<file path="src/rtl/i2s_rx.sv">
// I2S receiver: oversamples an external BCLK/WS/SD stream on clk,
// deserialises left/right slots (Philips framing, MSB first, left-justified)
// and presents each completed stereo frame on a valid/ready interface with
// sticky overrun and short-slot flags.
module i2s_rx #(
  parameter int SAMPLE_W = 16,
  parameter int CNT_W    = 6
) (
  input  logic                clk,
  input  logic                rst_n,
  input  logic                i2s_bclk_in,
  input  logic                i2s_ws_in,
  input  logic                i2s_d_in,
  output logic [SAMPLE_W-1:0] sample_left_out,
  output logic [SAMPLE_W-1:0] sample_right_out,
  output logic                sample_valid_out,
  input  logic                sample_ready_in,
  output logic                overrun_out,
  output logic                short_slot_out,
  input  logic                err_clear_in
);

  localparam logic [CNT_W-1:0] CNT_MAX = '1;
  // Counter value of the terminating bit of an exactly full slot.
  localparam logic [CNT_W-1:0] LAST_IDX = CNT_W'(SAMPLE_W - 1);

  typedef enum logic [1:0] {
    ST_HUNT  = 2'd0,
    ST_LEFT  = 2'd1,
    ST_RIGHT = 2'd2
  } state_t;

  // ---------------------------------------------------------------------
  // Input capture
  // ---------------------------------------------------------------------
  // Bit 2 = bclk, bit 1 = ws, bit 0 = d.
  logic [2:0] pin_bus;
  logic [2:0] sync1_reg;
  logic [2:0] sync2_reg;

  assign pin_bus = {i2s_bclk_in, i2s_ws_in, i2s_d_in};

  generate
    for (genvar gi = 0; gi < 3; gi++) begin : g_sync
      // Two-flop synchroniser for each asynchronous pin.
      always_ff @(posedge clk or negedge rst_n) begin
        if (!rst_n) begin
          sync1_reg[gi] <= 1'b0;
          sync2_reg[gi] <= 1'b0;
        end else begin
          sync1_reg[gi] <= pin_bus[gi];
          sync2_reg[gi] <= sync1_reg[gi];
        end
      end
    end
  endgenerate

  logic bclk_d_reg;
  logic bedge_reg;
  logic ws_smp_reg;
  logic d_smp_reg;

  // Registered bclk rising-edge pulse, with ws/d sampled in the same cycle
  // so the three stay aligned downstream.
  always_ff @(posedge clk or negedge rst_n) begin
    if (!rst_n) begin
      bclk_d_reg <= 1'b0;
      bedge_reg  <= 1'b0;
      ws_smp_reg <= 1'b0;
      d_smp_reg  <= 1'b0;
    end else begin
      bclk_d_reg <= sync2_reg[2];
      bedge_reg  <= sync2_reg[2] & ~bclk_d_reg;
      ws_smp_reg <= sync2_reg[1];
      d_smp_reg  <= sync2_reg[0];
    end
  end

  // ---------------------------------------------------------------------
  // Slot framing and bit capture
  // ---------------------------------------------------------------------
  logic                ws_prev_reg, ws_prev_next;
  logic [CNT_W-1:0]    cnt_reg, cnt_next;
  logic [SAMPLE_W-1:0] shift_reg, shift_next;
  logic [SAMPLE_W-1:0] bit_hit;
  logic [SAMPLE_W-1:0] captured;
  logic                slot_end;
  logic                slot_short;

  // Each bit lands directly at its final left-justified position, so a
  // slot that ends early leaves zeros in the missing LSBs for free. Bits
  // beyond SAMPLE_W match no position and are dropped.
  generate
    for (genvar gi = 0; gi < SAMPLE_W; gi++) begin : g_hit
      assign bit_hit[gi] = (cnt_reg == CNT_W'(SAMPLE_W - 1 - gi));
    end
  endgenerate

  assign captured   = shift_reg | (bit_hit & {SAMPLE_W{d_smp_reg}});
  assign slot_end   = bedge_reg && (ws_smp_reg != ws_prev_reg);
  // The terminating bit is counted, hence the comparison against LAST_IDX.
  assign slot_short = (cnt_reg < LAST_IDX);

  // Next values for the shift register, saturating bit counter and ws history.
  always_comb begin
    shift_next   = shift_reg;
    cnt_next     = cnt_reg;
    ws_prev_next = ws_prev_reg;
    if (bedge_reg) begin
      ws_prev_next = ws_smp_reg;
      if (slot_end) begin
        shift_next = '0;
        cnt_next   = '0;
      end else begin
        shift_next = captured;
        cnt_next   = (cnt_reg == CNT_MAX) ? cnt_reg : cnt_reg + 1'b1;
      end
    end
  end

  // Slot datapath registers.
  always_ff @(posedge clk or negedge rst_n) begin
    if (!rst_n) begin
      shift_reg   <= '0;
      cnt_reg     <= '0;
      ws_prev_reg <= 1'b0;
    end else begin
      shift_reg   <= shift_next;
      cnt_reg     <= cnt_next;
      ws_prev_reg <= ws_prev_next;
    end
  end

  // ---------------------------------------------------------------------
  // Frame state machine
  // ---------------------------------------------------------------------
  state_t state_reg, state_next;
  logic   latch_left;
  logic   commit;
  logic   short_set;

  // State register.
  always_ff @(posedge clk or negedge rst_n) begin
    if (!rst_n) state_reg <= ST_HUNT;
    else        state_reg <= state_next;
  end

  // Next state: only a right-slot end (ws 1->0) leaves HUNT, so capture
  // always starts on a left slot.
  always_comb begin
    state_next = state_reg;
    case (state_reg)
      ST_HUNT:  if (slot_end && ws_prev_reg) state_next = ST_LEFT;
      ST_LEFT:  if (slot_end) state_next = ST_RIGHT;
      ST_RIGHT: if (slot_end) state_next = ST_LEFT;
      default:  state_next = ST_HUNT;
    endcase
  end

  // FSM outputs: latch left word, commit frame, flag a short slot.
  always_comb begin
    latch_left = 1'b0;
    commit     = 1'b0;
    short_set  = 1'b0;
    case (state_reg)
      ST_LEFT: begin
        latch_left = slot_end;
        short_set  = slot_end && slot_short;
      end
      ST_RIGHT: begin
        commit    = slot_end;
        short_set = slot_end && slot_short;
      end
      default: begin
        latch_left = 1'b0;
        commit     = 1'b0;
        short_set  = 1'b0;
      end
    endcase
  end

  // ---------------------------------------------------------------------
  // Output registers, handshake and sticky flags
  // ---------------------------------------------------------------------
  logic [SAMPLE_W-1:0] left_latch_reg;
  logic [SAMPLE_W-1:0] sample_left_reg;
  logic [SAMPLE_W-1:0] sample_right_reg;
  logic                valid_reg;
  logic                overrun_reg;
  logic                short_reg;

  // Hold the completed left word until the matching right slot ends.
  always_ff @(posedge clk or negedge rst_n) begin
    if (!rst_n)          left_latch_reg <= '0;
    else if (latch_left) left_latch_reg <= captured;
  end

  // Frame output and valid; a commit always wins over a same-cycle accept.
  always_ff @(posedge clk or negedge rst_n) begin
    if (!rst_n) begin
      sample_left_reg  <= '0;
      sample_right_reg <= '0;
      valid_reg        <= 1'b0;
    end else if (commit) begin
      sample_left_reg  <= left_latch_reg;
      sample_right_reg <= captured;
      valid_reg        <= 1'b1;
    end else if (valid_reg && sample_ready_in) begin
      valid_reg        <= 1'b0;
    end
  end

  // Sticky error flags; a set event beats a same-cycle clear.
  always_ff @(posedge clk or negedge rst_n) begin
    if (!rst_n) begin
      overrun_reg <= 1'b0;
      short_reg   <= 1'b0;
    end else begin
      if (commit && valid_reg && !sample_ready_in) overrun_reg <= 1'b1;
      else if (err_clear_in)                       overrun_reg <= 1'b0;
      if (short_set)         short_reg <= 1'b1;
      else if (err_clear_in) short_reg <= 1'b0;
    end
  end

  assign sample_left_out  = sample_left_reg;
  assign sample_right_out = sample_right_reg;
  assign sample_valid_out = valid_reg;
  assign overrun_out      = overrun_reg;
  assign short_slot_out   = short_reg;

endmodule

</file>
<file path="config.mk">
export PLATFORM = sky130hd
export DESIGN_NAME = i2s_rx
export DESIGN_NICKNAME = d
export VERILOG_FILES = /design/src/rtl/i2s_rx.sv
export SDC_FILE = /design/constraint.sdc
export NUM_CORES = 1
export LEC_CHECK = 0
export ABC_AREA = 1
export CAP_MARGIN = 20
export CORE_ASPECT_RATIO = 1.4
export CORE_MARGIN = 4
export CORE_UTILIZATION = 45
export CTS_CLUSTER_DIAMETER = 80
export DETAILED_ROUTE_END_ITERATION = 6
export GPL_ROUTABILITY_DRIVEN = 0
export PLACE_DENSITY = 0.77
export SLEW_MARGIN = 15
export SYNTH_ARGS = -nofsm -noshare
export SYNTH_HDL_FRONTEND = slang
export SYNTH_SLANG_ARGS = --single-unit
</file>
<file path="constraint.sdc">
create_clock -name clk -period 1.6 [get_ports clk]
set_clock_uncertainty 0.05 [all_clocks]
set_input_delay 0.16 -clock clk [delete_from_list [all_inputs] [get_ports clk]]
set_output_delay 0.16 -clock clk [all_outputs]
set_load 0.03 [all_outputs]
</file>
==> images/layer_met1.png <==
Supply wires on this layer in grey.
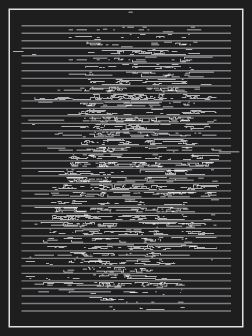
wire length on this layer = 3040 µm
share of all routed wire = 42%
longest straight run = 17.5 µm

==> images/layer_met2.png <==
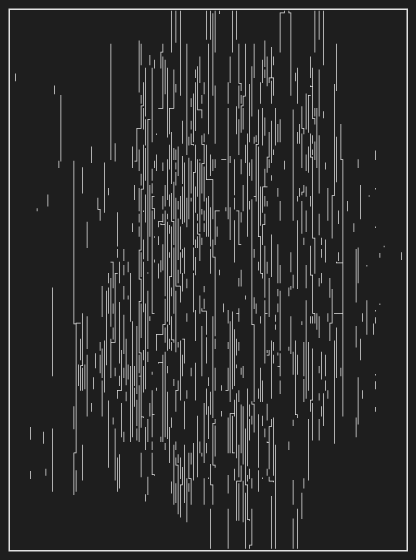
share of all routed wire = 52%
wire length on this layer = 3740 µm
main direction = vertical

==> run summary <==
flow finished, numbers: most used cell, CP=nand2_1, Via Count=2822, Simple Share, Synth=27.4%, layer with the highest usage=met2, fp util=46.5%, worst skew pair latency=0.36 ns, DR WL met3=~260 µm, CP Launch Type=flip-flop, clock buffers=13, Die Y=115 µm, Fillers=716, FFs & Latches=86, Psw=between 1 and 1.5 mW, TritonCTS clock tree=yes, Top pwr grp=sequential cells, Setup TNS Final=0 ns, Worst R2R Setup Slack=0.14 ns, Critical path origin=cnt_reg[0], drt pass-1 iters=4, Placed Instances=558, most common cell in the netlist=nand2_1, top cell category=sequential cells, Dominant comb cell=simple AND/OR/NAND/NOR gates, setup ws final=0.139 ns, CP Capture Type=flip-flop, Pint=3.28 mW, postcts setup bufs=0, area leader, netlist=dfrtp_1, ClkCell Share=under 10%, Util after Layout=56.0%, RSZ-0062 raised after global routing=no, sw frac=29.4%, Leak=2.54 nW, slew at the pin closest to its max-slew limit=0.424 ns, post-CTS resize count=33, met1 Usage GRT=around a fifth, boundary pin count=42, Synth Flop Type=dfrtp_1, most frequent logic cell in the layout=nand2_1, Crit Path Max Fanout=5, Comb/total area=30.0%, Synthesized registers=86, final std cells w/o fill=roughly 580, initial antenna violation count=0, min-delay src=i2s_ws_in, bufs w/o clock=between 50 and 60, Ys Warns=0, status=completed, worst relative slew slack=between 70% and 80%, # diodes=0, Cell Type Count=20, flip-flops with a built-in enable=0, worst min path class=primary input to flip-flop, top achievable clock speed=684 MHz, post-layout net count=485, stages on the worst setup path=6, Mapped Nets=approximately 440, Final Max-Slew Violation Tally=0, # rows=38, Synth Area in Adders=2.75%, Chip Area, Yosys=3650 µm², Max-area cell share=59.0%, met2 WL post-DR=between 3000 and 4000 µm, DP Wirelength=5220 µm, Metal-1 WL=3040 µm, CTS max path bufs=2, number of warnings in the stage logs=32, share of layout cells above drive strength 1=7.79%, post-DR vias/cell=between 4 and 5, Pwr per Cell Area=1060 nW/µm², Clk pin slew, worst setup/hold paths=approximately 0.080 ns, Logic power comb=0.802 mW, post-synthesis area per instance=8.64 µm², CP Data Required Time=1.84 ns, Hold Path Sink=sync1_reg[1], Cell area leaders=dfrtp_1 59%, nand2_1 21%, inv_1 3.3%, peak supply drop=0.577 mV, Gate Count Post-Synth=between 400 and 500, CTS Hold Bufs=1, FF-to-FF End=shift_reg[1], vias in the first global route=2805, minimum clock period=between 1 and 1.5 ns, Die Width=roughly 84 µm, first-pass GRT wire length=12700 µm, Crit-path slowest cell=dfrtp_2, part of the power in combinational logic=17.3%, asr flop ratio synth=100%, buffering overhead=about 11%, WHS=0.185 ns, delay-heaviest family, CP=flip-flops, DRC Markers=0, GRT Overall Usage=16.3%, Clk pwr share=a little under a third, Max-Cap Viols=0, worst-case reg-to-reg path depth=6, Worst EP arrival=1.70 ns, GRT overflow=0, mux frac, synth=0%, Final Power=4.64 mW, area fraction in xor and xnor cells=0.480%, # Taps=100, root buf cell=clkbuf_8, Seq/total area=49.0%, DRT Wirelength=about 7200 µm, Commonest cells post-synth=203 x nand2_1, 86 x dfrtp_1, 32 x inv_1, cycle use final=91.3%, pin count of the biggest net entering global routing=36, Clk power=~1.4 mW, post-route ant nets=0, worst path bufs/invs=1, synthesized area=3650 µm², Fin. Hold Viols=0, area fraction in compound gates=under 10%, sequence of cells on the critical path=inv_1 > ha_1 > nand2_1 > o21bai_1 > nand2_1 > nor2_1, initial DRC count=195, # port buffers=41, core area=7850 µm², Synth Seq Share=59.0%, Synth-to-Final Area Change=20.4%, Worst path max stage delay=0.45 ns, Die Outline Area=9630 µm², dpl cell area=4210 µm², sequential power share=52.2%, CTS buffer count=9, Setup Crit Path Kind=flip-flop to flip-flop, WHS Path Cells=1, Flop area=around 2200 µm², drt wl/cell=12.5 µm, mi-comb count=287, max layer used=met4, Worst R2R Start=cnt_reg[0], # clock sinks=~86, design area=about 4400 µm², invs w/o clock=34, H-tree lvl count=3, MI comb area=1320 µm², most frequent cells in the layout=202 x nand2_1, 85 x dfrtp_1, 33 x dlygate4sd2_1, 32 x inv_1, 18 x o21ai_0, end of the critical path=shift_reg[1]
Power and IR drop assume default switching activity.
